===== src/rtl/mem_arb_pkg.sv =====
// rtl/mem_arb_pkg.sv - Shared types and constants for the memory bus arbiter
package mem_arb_pkg;

    typedef enum logic [1:0] {
        IDLE   = 2'd0,
        OPEN   = 2'd1,
        LOCKED = 2'd2
    } arb_state_t;

    localparam logic ARB_FIXED = 1'b0;
    localparam logic ARB_RR    = 1'b1;

endpackage


===== src/rtl/rr_picker.sv =====
// rtl/rr_picker.sv - One-hot pick: lowest index (fixed) or first at/after ptr (round-robin)
module rr_picker
    import mem_arb_pkg::*;
#(
    parameter int N  = 2,
    parameter int PW = $clog2(N)
) (
    input  logic [N-1:0]  req,
    input  logic [PW-1:0] ptr,
    input  logic          mode,
    output logic [N-1:0]  gnt
);

    logic          found;
    logic [PW-1:0] idx;

    // Walk the N candidates in priority order; the first active one wins.
    always_comb begin
        gnt   = '0;
        found = 1'b0;
        idx   = '0;
        for (int k = 0; k < N; k++) begin
            if (mode == ARB_RR) begin
                idx = PW'((int'(ptr) + k) % N);
            end else begin
                idx = PW'(k);
            end
            if (!found && req[idx]) begin
                gnt[idx] = 1'b1;
                found    = 1'b1;
            end
        end
    end

endmodule


===== src/rtl/mem_bus_arbiter.sv =====
// rtl/mem_bus_arbiter.sv - Memory bus arbiter with fixed/round-robin pick and bus locking
// Optional forced lock release: define MEM_ARB_LOCK_TIMEOUT_EN
module mem_bus_arbiter
    import mem_arb_pkg::*;
#(
    parameter int NUM_REQ  = 2,
    parameter int ADDR_W   = 16,
    parameter int DATA_W   = 8,
    parameter int LOCK_MAX = 64
) (
    input  logic                      clk,
    input  logic                      rst,
    input  logic                      arb_mode,
    input  logic [NUM_REQ-1:0]        req,
    input  logic [NUM_REQ-1:0]        req_we,
    input  logic [NUM_REQ-1:0]        req_lock,
    input  logic [NUM_REQ*ADDR_W-1:0] req_addr,
    input  logic [NUM_REQ*DATA_W-1:0] req_wdata,
    output logic [NUM_REQ-1:0]        gnt,
    output logic [NUM_REQ-1:0]        rvalid,
    output logic [DATA_W-1:0]         rdata,
    output logic                      lock_timeout,
    output logic [ADDR_W-1:0]         mem_addr,
    output logic [DATA_W-1:0]         mem_data_out,
    output logic                      mem_write_en,
    output logic                      mem_read_en,
    input  logic [DATA_W-1:0]         mem_data_in
);

    localparam int IW = $clog2(NUM_REQ);
    localparam logic [NUM_REQ-1:0] ONE_HOT0 = NUM_REQ'(1);

    if (NUM_REQ < 2 || NUM_REQ > 8 || LOCK_MAX < 1) begin : g_param_check
        $error("mem_bus_arbiter: parameter out of range");
    end

    arb_state_t          state;
    arb_state_t          state_next;
    logic [IW-1:0]       owner;
    logic [IW-1:0]       ptr;
    logic [NUM_REQ-1:0]  owner_mask;
    logic [NUM_REQ-1:0]  pick_gnt;
    logic [NUM_REQ-1:0]  lock_eff;
    logic                accept;
    logic [IW-1:0]       acc_idx;
    logic [ADDR_W-1:0]   acc_addr;
    logic [DATA_W-1:0]   acc_wdata;
    logic                acc_lock;
    logic                lock_release;
    logic                timeout_hit;
    logic [IW-1:0]       rd_idx;

    rr_picker #(
        .N  (NUM_REQ),
        .PW (IW)
    ) u_rr_picker (
        .req  (req),
        .ptr  (ptr),
        .mode (arb_mode),
        .gnt  (pick_gnt)
    );

    assign owner_mask = ONE_HOT0 << owner;
    assign accept     = |gnt;
    assign acc_lock   = accept && lock_eff[acc_idx];

    // While locked, only the owner's transfer or its dropping req_lock ends the hold.
    assign lock_release = accept ? !lock_eff[acc_idx] : !req_lock[owner];

    always_comb begin
        acc_idx   = '0;
        acc_addr  = '0;
        acc_wdata = '0;
        for (int i = 0; i < NUM_REQ; i++) begin
            if (gnt[i]) begin
                acc_idx   = IW'(i);
                acc_addr  = req_addr[i*ADDR_W +: ADDR_W];
                acc_wdata = req_wdata[i*DATA_W +: DATA_W];
            end
        end
    end

`ifdef MEM_ARB_LOCK_TIMEOUT_EN
    localparam int CW = $clog2(LOCK_MAX + 1);

    logic [CW-1:0]      lock_cnt;
    logic [NUM_REQ-1:0] lock_ign;
    logic               lock_timeout_q;

    // A timed-out owner may not relock until it lets go of req_lock once.
    assign lock_eff    = req_lock & ~lock_ign;
    assign timeout_hit = (state == LOCKED) && !lock_release &&
                         (lock_cnt == CW'(LOCK_MAX - 1));

    always_ff @(posedge clk or negedge rst) begin
        if (!rst) begin
            lock_cnt       <= '0;
            lock_ign       <= '0;
            lock_timeout_q <= 1'b0;
        end else begin
            if (state == LOCKED && state_next == LOCKED) begin
                lock_cnt <= lock_cnt + CW'(1);
            end else begin
                lock_cnt <= '0;
            end
            lock_ign       <= (lock_ign & req_lock) | (timeout_hit ? owner_mask : '0);
            lock_timeout_q <= timeout_hit;
        end
    end

    assign lock_timeout = lock_timeout_q;
`else
    assign lock_eff     = req_lock;
    assign timeout_hit  = 1'b0;
    assign lock_timeout = 1'b0;
`endif

    always_ff @(posedge clk or negedge rst) begin
        if (!rst) begin
            state <= IDLE;
            owner <= '0;
            ptr   <= '0;
        end else begin
            state <= state_next;
            if (state != LOCKED && acc_lock) begin
                owner <= acc_idx;
            end
            if (accept && arb_mode == ARB_RR) begin
                ptr <= (acc_idx == IW'(NUM_REQ - 1)) ? '0 : acc_idx + IW'(1);
            end
        end
    end

    always_comb begin
        state_next = state;
        case (state)
            IDLE, OPEN: begin
                if (accept) begin
                    state_next = acc_lock ? LOCKED : OPEN;
                end else begin
                    state_next = IDLE;
                end
            end
            LOCKED: begin
                if (lock_release) begin
                    state_next = accept ? OPEN : IDLE;
                end else if (timeout_hit) begin
                    state_next = OPEN;
                end
            end
            default: state_next = IDLE;
        endcase
    end

    always_comb begin
        gnt = '0;
        if (!rst) begin
            gnt = '0;
        end else if (state == LOCKED) begin
            gnt = req & owner_mask;
        end else begin
            gnt = pick_gnt;
        end
    end

    // Memory-side strobes are a one-cycle registered copy of the accepted request.
    always_ff @(posedge clk or negedge rst) begin
        if (!rst) begin
            mem_addr     <= '0;
            mem_data_out <= '0;
            mem_write_en <= 1'b0;
            mem_read_en  <= 1'b0;
            rd_idx       <= '0;
            rvalid       <= '0;
        end else begin
            if (accept) begin
                mem_addr     <= acc_addr;
                mem_data_out <= acc_wdata;
                mem_write_en <= req_we[acc_idx];
                mem_read_en  <= !req_we[acc_idx];
                rd_idx       <= acc_idx;
            end else begin
                mem_write_en <= 1'b0;
                mem_read_en  <= 1'b0;
            end
            rvalid <= mem_read_en ? (ONE_HOT0 << rd_idx) : '0;
        end
    end

    assign rdata = mem_data_in;

endmodule


===== config.mk =====
export PLATFORM = sky130hd
export DESIGN_NAME = mem_bus_arbiter
export DESIGN_NICKNAME = d
export VERILOG_FILES = /design/src/rtl/mem_arb_pkg.sv /design/src/rtl/rr_picker.sv /design/src/rtl/mem_bus_arbiter.sv
export SDC_FILE = /design/constraint.sdc
export NUM_CORES = 1
export LEC_CHECK = 0
export CAP_MARGIN = 20
export CORE_AREA = 4 4 73 75
export CTS_CLUSTER_DIAMETER = 100
export DETAILED_ROUTE_END_ITERATION = 7
export DIE_AREA = 0 0 77 79
export PLACE_DENSITY = 0.85
export SLEW_MARGIN = 10
export SYNTH_ARGS = -nofsm -noshare
export SYNTH_HDL_FRONTEND = slang
export SYNTH_HIERARCHICAL = 1
export SYNTH_SLANG_ARGS = --single-unit

===== constraint.sdc =====
create_clock -name clk -period 3.8 [get_ports clk]
set_input_delay 0.95 -clock clk [delete_from_list [all_inputs] [get_ports clk]]
set_output_delay 0.95 -clock clk [all_outputs]
set_load 0.05 [all_outputs]

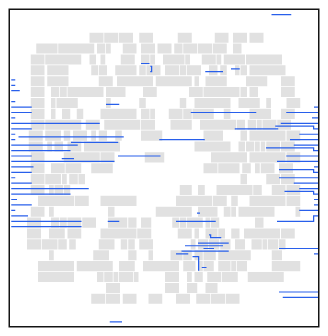
**Above:** run 1 (M3 wires).
(4 px per um) Cells faint in the background.
The wires run mostly horizontal. The layer carries 522 um of wire.

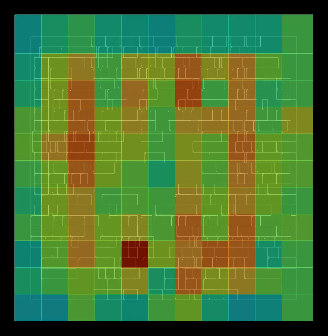
**Above:** run 1 (track usage over the die).
met2 track utilization from global routing: 0.281
total routing usage reported by global routing: 0.166
busiest layer in global routing: met2
GR Util met1: 0.195
core occupancy in the finished layout: 0.610

==> impl_report.txt, run 1 <==
IMPLEMENTATION SUMMARY REPORT
----------------------------------------------------
[Outcome]
  Run status ........................ finished, final reports clean

[Pwr]
  Clock share of power ........................ 0.126
  Power, Total ........................ ~2.0 mW
  Internal Dissipation ........................ 1.11 mW
  Clock net power ........................ roughly 0.25 mW

[Clocking]
  CTS tree ........................ done
  Clock Root Buffer ........................ sky130_fd_sc_hd__clkbuf_8
  Number of H-tree branching levels ........................ 2
  CTS clk-pin slew, worst paths ........................ ~0.060 ns

[Yosys]
  Synthesized area per cell ........................ around 10 um^2
  Most instantiated library cell after synthesis ........................ sky130_fd_sc_hd__dfrtp_1
  Synth unique cells ........................ 33
  Cell accounting for the most synthesized area ........................ sky130_fd_sc_hd__dfrtp_1
  Ys cells ........................ between 150 and 200

[Layout]
  Reg area ........................ just over 800 um^2
  Cell area after layout ........................ around 2800 um^2
  Number of inserted diodes ........................ 0
  Ratio of cells with drive above 1 in the final layout ........................ 0.165
  Flop share of the area ........................ 0.290
  Top logic cells by instance count in the layout ........................ sky130_fd_sc_hd__clkdlybuf4s50_1, sky130_fd_sc_hd__dfrtp_1, sky130_fd_sc_hd__nand2_1
  Area fraction of clock buffers and clock inverters ........................ 0.0290

[Worst hold path]
  Hold wc startpoint ........................ rd_idx
  Number of instances on the worst hold path ........................ 1

[Run]
  Number of warnings the tools reported ........................ 26

[Final timing]
  Layout Skew ........................ between 0.006 and 0.007 ns

[Critical path]
  Terminus of the critical flop-to-flop path ........................ mem_addr[3]

[Routing]
  Mean routed wirelength per cell ........................ around 16 um

[GRT]
  Pin count of the biggest net entering global routing ........................ 33

----------------------------------------------------
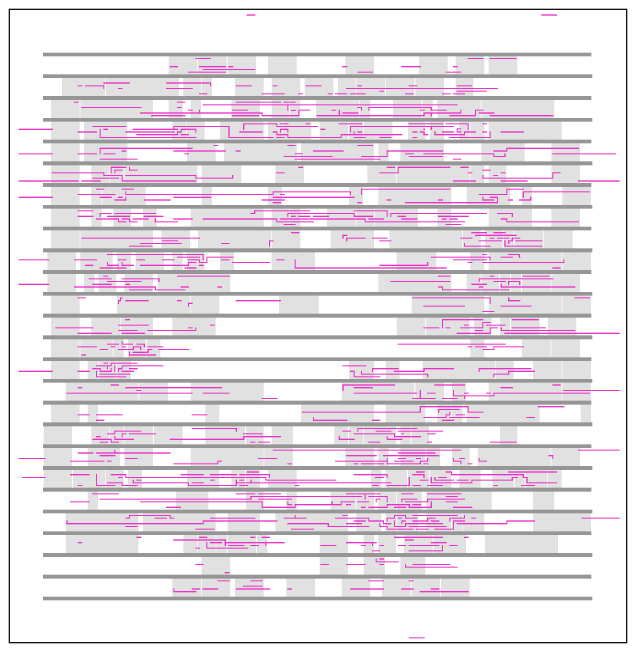
**Above:** run 1 (metal 1).
(8 px per um) Supply wires on this layer in grey. Cells faint in the background.
The layer holds 41% of the routed length. 284 nets have wire on it. The layer carries 2,110 um of wire. The wires run mostly horizontal. The longest straight run is 31.7 um.

-- run 1: state kept, by name (all words and copies together), names as in the netlist --
register      count
rvalid            2
rd_idx            1
mem_data_out      8
mem_read_en       1
owner             1
state             2
ptr               1
mem_addr         16
mem_write_en      1
-- run 1: kinds of logic after synthesis --
kind of cell | count (synthesis) | synth area share
other cells | 1 | 0.00190
mux | 27 | 0.190
compound gates | 61 | 0.182
buf+inv | 32 | 0.101
flops | 33 | 0.419
simple gates | 41 | 0.107
-- run 1: routing by layer --
metal,track usage,routed length [um],up-vias
met3,0.0646,521,7
met2,0.281,2480,99
met5,0,0,-
met1,0.195,2110,816
li1,-,-,832
met4,0.0534,59,0
==> inputs of run 2 (changes only) <==
- GPL_ROUTABILITY_DRIVEN: unset -> 0
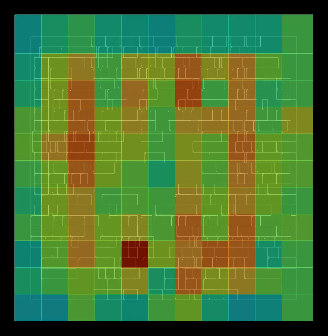
**Above:** run 2 (track usage over the die).
mean routed wirelength per cell: 16.1 um
met3 Track Usage GR: 0.0646

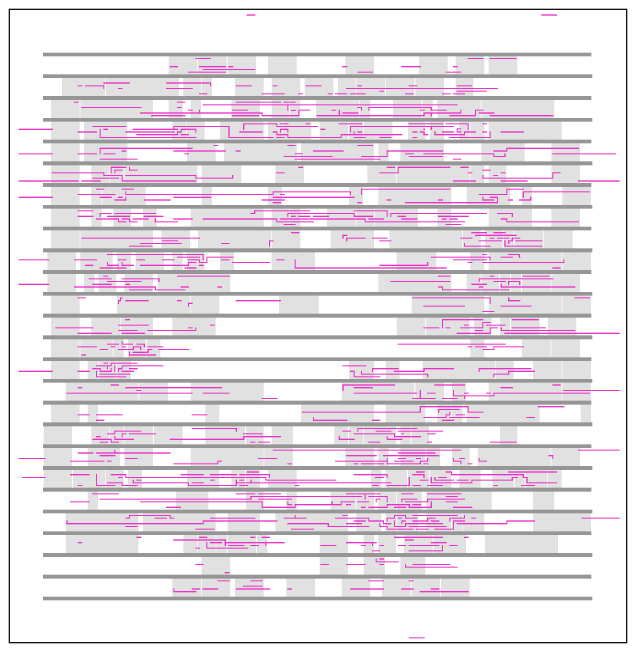
**Above:** run 2 (metal 1).
(8 px per um) Supply wires on this layer in grey. Cells faint in the background.
The wires run mostly horizontal. The longest straight run is 31.7 um. The layer holds 41% of the routed length.
total routed wirelength: 5.17 mm
via total after detailed routing: 1,754

==> run 2 against run 1 <==
Effect of this change: die size unchanged; utilization unchanged; power stayed put; worst setup slack stayed put; critical path type unchanged; clock skew stayed put; non-clock buffer count unchanged; synthesized cell count did not move; combinational power about the same; clock power barely moved; register-to-register slack hardly changed.
==> impl_report.txt, run 2 <==
IMPLEMENTATION SUMMARY REPORT
----------------------------------------------------
[Outcome]
  Run status ........................ finished, final reports clean

[GRT]
  Pin count of the biggest net entering global routing ........................ 33
  Busiest layer in global routing ........................ met2
  GR Util met1 ........................ 0.195

[Pwr]
  Clock net power ........................ between 0.2 and 0.3 mW
  Clock share of power ........................ 0.126

[Clocking]
  Number of H-tree branching levels ........................ 2
  CTS tree ........................ done

[Yosys]
  XOR/XNOR Area Share ........................ 0
  Synth unique cells ........................ 33
  Adder and majority gate portion of the synthesized area ........................ 0
  Ys cells ........................ 195
  Aoi/oai-family share of the synthesized area ........................ 0.182
  Synth logic family ........................ multiplexers
  Most instantiated library cell after synthesis ........................ sky130_fd_sc_hd__dfrtp_1

[Layout]
  Cell area after layout ........................ ~2800 um^2
  Top logic cells by instance count in the layout ........................ sky130_fd_sc_hd__clkdlybuf4s50_1, sky130_fd_sc_hd__dfrtp_1, sky130_fd_sc_hd__nand2_1
  Top register by number of flip-flops ........................ mem_addr
  Registers with the most flip-flops ........................ mem_addr (16), mem_data_out (8)
  Core occupancy in the finished layout ........................ 0.610

[Routing]
  Met1 Wirelength ........................ ~2.1 mm
  Met3 wire len ........................ between 500 and 600 um
  Met2 Routed Length ........................ between 2 and 2.5 mm
  Uppermost routed layer ........................ met4

[Worst hold path]
  Number of instances on the worst hold path ........................ 1
  Hold wc startpoint ........................ rd_idx

[Run]
  Number of warnings the tools reported ........................ 26

[Critical path]
  Terminus of the critical flop-to-flop path ........................ mem_addr[3]

[Final timing]
  Layout Skew ........................ between 0.006 and 0.007 ns

----------------------------------------------------
## run 2: final cells by class
type                    count  area [um^2]  share of cell area
inverters                   5         18.8             0.00660
repair buffers             91          901               0.317
flip-flops and latches     33          826               0.290
multi-input cells         130          948               0.333
clock inverters             2         10.0             0.00352
well taps                  54         67.6              0.0238
clock buffers               6         72.6              0.0255
## run 2: how the worst max path moves through the flow
stage                         from      to  slack (ns)  cells past startpoint
final                     arb_mode  gnt[1]        0.26                      7
after CTS                 arb_mode  gnt[1]        0.28                      7
after global placement    arb_mode  gnt[1]        0.36                      7
after detailed placement  arb_mode  gnt[1]        0.29                      7
after floorplan           arb_mode  gnt[1]        0.73                      8
after global routing      arb_mode  gnt[1]        0.17                      7
No activity file was given, so power comes from the tool's default toggle rates.
